<file path="src/rtl/cordic_adder_pkg.sv">
// rtl/cordic_adder_pkg.sv - shared types and constants for the CORDIC lane adder
// Contents: FSM state encoding, default operand width and adder latency,
// index of the IEEE-754 sign bit.
package cordic_adder_pkg;

  typedef enum logic [1:0] {
    IDLE = 2'd0,
    LOAD = 2'd1,
    ADD  = 2'd2,
    DONE = 2'd3
  } state_t;

  localparam int DEF_FLOAT_DATA_WIDTH = 32;
  localparam int DEF_ADD_LATENCY      = 7;
  localparam int SIGN_BIT             = DEF_FLOAT_DATA_WIDTH - 1;

endpackage

</file>
<file path="src/rtl/add.sv">
// rtl/add.sv - pipelined IEEE-754 single-precision adder (round to nearest even)
// Ports: clk, aclr (async clear, active high), clk_en (advances the pipeline),
//        a/b operands, q result valid LATENCY enabled cycles after a/b.
// Subnormal inputs are treated as zero and underflowing results flush to zero.
module add #(
  parameter int LATENCY = 7
) (
  input  logic        clk,
  input  logic        aclr,
  input  logic        clk_en,
  input  logic [31:0] a,
  input  logic [31:0] b,
  output logic [31:0] q
);

  logic [31:0]       res;
  logic              swap, sl, ss, eff_sub, sticky, up, found;
  logic [7:0]        el, es, diff;
  logic [22:0]       fl;
  logic [23:0]       ml, ms;
  logic [26:0]       al, as_, norm;
  logic [27:0]       sum;
  logic [4:0]        lz;
  logic [24:0]       rnd;
  logic signed [9:0] ex;
  logic [31:0]       pipe [LATENCY];

  always_comb begin
    res     = '0;
    swap    = b[30:0] > a[30:0];
    {sl, el, fl} = swap ? b : a;
    ss      = swap ? a[31] : b[31];
    es      = swap ? a[30:23] : b[30:23];
    ml      = (el == 8'd0) ? 24'd0 : {1'b1, fl};
    ms      = (es == 8'd0) ? 24'd0 : {1'b1, (swap ? a[22:0] : b[22:0])};
    diff    = el - es;
    eff_sub = sl ^ ss;
    al      = {ml, 3'b000};
    // Three extra bits (guard, round, sticky) below the mantissa carry enough
    // information for round-to-nearest-even after alignment.
    if (diff > 8'd26) begin
      as_    = 27'd0;
      sticky = |ms;
    end else begin
      as_    = {ms, 3'b000} >> diff;
      sticky = |({ms, 3'b000} & ((27'd1 << diff) - 27'd1));
    end
    as_[0] = as_[0] | sticky;
    sum    = eff_sub ? ({1'b0, al} - {1'b0, as_}) : ({1'b0, al} + {1'b0, as_});
    ex     = $signed({2'b00, el});
    lz     = 5'd0;
    found  = 1'b0;
    for (int i = 26; i >= 0; i--) begin
      if (!found) begin
        if (sum[i]) found = 1'b1;
        else        lz = lz + 5'd1;
      end
    end
    if (sum[27]) begin
      norm    = sum[27:1];
      norm[0] = norm[0] | sum[0];
      ex      = ex + 10'sd1;
    end else begin
      norm = sum[26:0] << lz;
      ex   = ex - $signed({5'b00000, lz});
    end
    up  = norm[2] & ((|norm[1:0]) | norm[3]);
    rnd = {1'b0, norm[26:3]} + {24'd0, up};
    if (rnd[24]) ex = ex + 10'sd1;

    if (el == 8'hFF)
      res = ((fl != 23'd0) || (es == 8'hFF && eff_sub)) ? 32'h7FC0_0000 : {sl, 8'hFF, 23'd0};
    else if (sum == 28'd0)
      res = {~eff_sub & sl, 31'd0};
    else if (ex <= 10'sd0)
      res = {sl, 31'd0};
    else if (ex >= 10'sd255)
      res = {sl, 8'hFF, 23'd0};
    else
      res = {sl, ex[7:0], (rnd[24] ? rnd[23:1] : rnd[22:0])};
  end

  always_ff @(posedge clk or posedge aclr) begin
    if (aclr) begin
      for (int i = 0; i < LATENCY; i++) pipe[i] <= '0;
    end else if (clk_en) begin
      pipe[0] <= res;
      for (int i = 1; i < LATENCY; i++) pipe[i] <= pipe[i-1];
    end
  end

  assign q = pipe[LATENCY-1];

endmodule

</file>
<file path="src/rtl/cordic_lane_adder_lane.sv">
// rtl/cordic_lane_adder_lane.sv - one adder lane: B sign flip plus pipelined add
// Ports: clk, aclr, clk_en, a (A operand), b (B operand), sub (1 = A-B), q result.
module fp_add_lane
  import cordic_adder_pkg::*;
#(
  parameter int W       = DEF_FLOAT_DATA_WIDTH,
  parameter int LATENCY = DEF_ADD_LATENCY
) (
  input  logic         clk,
  input  logic         aclr,
  input  logic         clk_en,
  input  logic [W-1:0] a,
  input  logic [W-1:0] b,
  input  logic         sub,
  output logic [W-1:0] q
);

  logic [W-1:0] b_eff;

  // Subtraction is an addition with the B sign inverted.
  assign b_eff = {b[SIGN_BIT] ^ sub, b[SIGN_BIT-1:0]};

  add #(.LATENCY(LATENCY)) u_add (
    .clk    (clk),
    .aclr   (aclr),
    .clk_en (clk_en),
    .a      (a),
    .b      (b_eff),
    .q      (q)
  );

endmodule

</file>
<file path="src/rtl/cordic_lane_adder.sv">
// rtl/cordic_lane_adder.sv - N-lane float add/subtract stage with start/done handshake
// Ports: clk, rst (async, active low), clk_en (global stall), start, b_sel
//        (1 = all lanes take B from lane 0), lane_en / sub_mask (per-lane),
//        val (A operands), current_val (B operands), new_val (results),
//        done (completion pulse), busy (not idle), overrun (start while busy).
module cordic_lane_adder
  import cordic_adder_pkg::*;
#(
  parameter int FLOAT_DATA_WIDTH = DEF_FLOAT_DATA_WIDTH,
  parameter int LANES            = 2,
  parameter int ADD_LATENCY      = DEF_ADD_LATENCY,
  parameter int CNT_WIDTH        = 10
) (
  input  logic                              clk,
  input  logic                              rst,
  input  logic                              clk_en,
  input  logic                              start,
  input  logic                              b_sel,
  input  logic [LANES-1:0]                  lane_en,
  input  logic [LANES-1:0]                  sub_mask,
  input  logic [LANES*FLOAT_DATA_WIDTH-1:0] val,
  input  logic [LANES*FLOAT_DATA_WIDTH-1:0] current_val,
  output logic [LANES*FLOAT_DATA_WIDTH-1:0] new_val,
  output logic                              done,
  output logic                              busy,
  output logic                              overrun
);

  localparam int W = FLOAT_DATA_WIDTH;

  state_t                 state, state_next;
  logic                   add_run;
  logic [CNT_WIDTH-1:0]   cnt;
  logic [LANES*W-1:0]     cap_a, cap_b, sum;
  logic [LANES-1:0]       cap_en, cap_sub;

  always_ff @(posedge clk or negedge rst) begin
    if (!rst)        state <= IDLE;
    else if (clk_en) state <= state_next;
  end

  always_comb begin
    state_next = state;
    add_run    = 1'b0;
    case (state)
      IDLE: if (start) state_next = LOAD;
      LOAD: begin
        add_run    = 1'b1;
        state_next = ADD;
      end
      ADD: begin
        add_run = 1'b1;
        if (cnt == '0) state_next = DONE;
      end
      DONE:    state_next = IDLE;
      default: state_next = IDLE;
    endcase
  end

  assign busy = (state != IDLE);

  always_ff @(posedge clk or negedge rst) begin
    if (!rst) begin
      cnt     <= '0;
      cap_a   <= '0;
      cap_b   <= '0;
      cap_en  <= '0;
      cap_sub <= '0;
      new_val <= '0;
      done    <= 1'b0;
      overrun <= 1'b0;
    end else if (clk_en) begin
      overrun <= start && (state != IDLE);
      case (state)
        IDLE: if (start) begin
          cap_a   <= val;
          cap_en  <= lane_en;
          cap_sub <= sub_mask;
          for (int i = 0; i < LANES; i++)
            cap_b[i*W +: W] <= b_sel ? current_val[W-1:0] : current_val[i*W +: W];
        end
        LOAD: cnt <= CNT_WIDTH'(ADD_LATENCY - 1);
        ADD: begin
          if (cnt == '0) begin
            // Disabled lanes keep whatever they last produced.
            for (int i = 0; i < LANES; i++)
              if (cap_en[i]) new_val[i*W +: W] <= sum[i*W +: W];
            done <= 1'b1;
          end else begin
            cnt <= cnt - 1'b1;
          end
        end
        DONE:    done <= 1'b0;
        default: ;
      endcase
    end
  end

  for (genvar g = 0; g < LANES; g++) begin : g_lane
    fp_add_lane #(.W(W), .LATENCY(ADD_LATENCY)) u_lane (
      .clk    (clk),
      .aclr   (!rst),
      .clk_en (clk_en && add_run),
      .a      (cap_a[g*W +: W]),
      .b      (cap_b[g*W +: W]),
      .sub    (cap_sub[g]),
      .q      (sum[g*W +: W])
    );
  end

endmodule

</file>
<file path="config.mk">
export PLATFORM = sky130hd
export DESIGN_NAME = cordic_lane_adder
export DESIGN_NICKNAME = d
export VERILOG_FILES = /design/src/rtl/cordic_adder_pkg.sv /design/src/rtl/add.sv /design/src/rtl/cordic_lane_adder_lane.sv /design/src/rtl/cordic_lane_adder.sv
export SDC_FILE = /design/constraint.sdc
export NUM_CORES = 2
export LEC_CHECK = 0
export CELL_PAD_IN_SITES_DETAIL_PLACEMENT = 2
export CELL_PAD_IN_SITES_GLOBAL_PLACEMENT = 2
export CORE_MARGIN = 3
export CORE_UTILIZATION = 40
export DETAILED_ROUTE_END_ITERATION = 12
export PLACE_DENSITY_LB_ADDON = 0.1
export SYNTH_ARGS = -nofsm -noshare
export SYNTH_HDL_FRONTEND = slang
export SYNTH_HIERARCHICAL = 1
export SYNTH_SLANG_ARGS = --single-unit
</file>
<file path="constraint.sdc">
create_clock -name clk -period 29.6 [get_ports clk]
set_input_delay 2.96 -clock clk [delete_from_list [all_inputs] [get_ports clk]]
set_output_delay 2.96 -clock clk [all_outputs]
set_load 0.01 [all_outputs]
</file>
==> results.py <==
# Physical implementation metrics
metrics = {
    "layout": {
        "lay_top_cells": "nand2_1, dfrtp_1, nor2_1",
        "area_delta_synth_final_pct": 10.5,
    },
    "yosys": {
        "synth-main-ff-cell": "dfrtp_1",
        "xor_share_pct": 4.17,
        "simple_gate_share_pct": 19.9,
        "numSynthFlops": 658,
        "ys_top_logic_family": "AND-OR/OR-AND gates",
        "top_area_share_pct": 28.0,
        "synth-edff-count": 0,
        "netlist_area_um2": 58900,
    },
    "hold_path": {
        "min_path_cells": 1,
        "hp-start": "new_val[57]",
    },
    "detailed_routing": {
        "wirelength_met1_mm": 121,
        "via_per_inst": 6.48,
        "dr_wl_met3_mm": 14.1,
        "drc": 0,
        "drtIter0Drc": 4869,
    },
    "run": {
        "tool_warnings": 88,
    },
    "global_route": {
        "antenna_found_initial": 10,
        "grt_pass1_vias": 59500,
        "grt.overflow.total": 0,
    },
    "sta": {
        "setup_viol": 0,
        "skew_ps": 53.4,
        "hold_violations": 0,
        "fin_crit_sh_pct": 94.3,
        "period_needed_ps": 27900,
    },
    "place": {
        "place_area_um2": 61800,
    },
    "worst_setup_path": {
        "max_stage_delay_ps": 620,
        "reg2reg_slack_ps": 1700,
        "rr_startpoint": "cap_a[60]",
        "startpoint": "cap_a[60]",
        "critical_path_class": "reg -> reg",
        "cp-endpoint": "g_lane[1].u_lane/u_add/pipe[208]",
        "r2r_cells": 123,
        "endpoint_kind": "flip-flop",
        "worst_path_most_repeated_cell": "ha_1",
    },
    "die": {
        "die_area_um2": 152000,
        "die_y_um": 390,
        "rows": 140,
        "fp_util_pct": 40.4,
    },
    "clock_tree": {
        "cts_buffer_depth": 3,
        "numCtsBuffers": 78,
    },
    "status": {
        "status": "completed",
    },
}
[per-stage QoR]
stage / hold slack (ps) / std cells / TNS (ps) / util (%)
finish: 502 / 8767 / 0 / 44.6
global route: 512 / 8763 / -4120 / 44.6
CTS: 495 / 8732 / 0 / 44.2
detailed placement: 490 / 8591 / 0 / 42.3
global placement: 467 / 8591 / 0 / 42.3
floorplan: 441 / 6827 / 0 / -
[area by class of cell]
cell class	count	area, µm²	share of cell area [%]
inverters	294	1130	1.74
clock buffers	118	2280	3.51
repair buffers	342	3140	4.83
diodes	4	10.0	0.0154
multi-input cells	5412	39300	60.4
clock inverters	22	340	0.523
flip-flops and latches	658	16500	25.3
well taps	1917	2400	3.69
Figure 1. Placement by cell class.
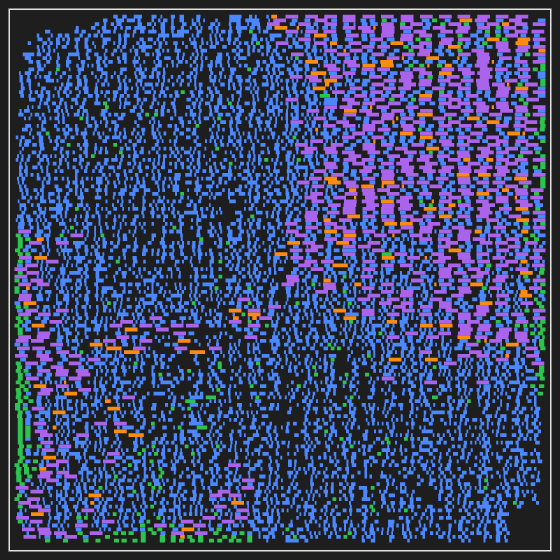
| color | class | cells | share of their area |
|---|---|---|---|
| orange | clock drivers and dummy loads | 140 | 4.2% |
| purple | flops | 658 | 26% |
| blue | all other logic | 5706 | 65% |
| green | other buffers and delay cells | 342 | 5.0% |

Figure 2. Congestion heat map.
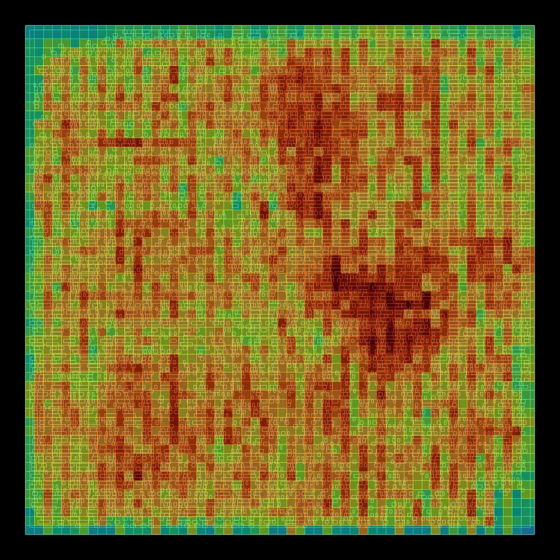
met2 usage: 57.5%
Tot GR Track Use: 34.4%
met1 usage: 47.1%
final core utilization: 44.6%
grt met3 use: 3.83%

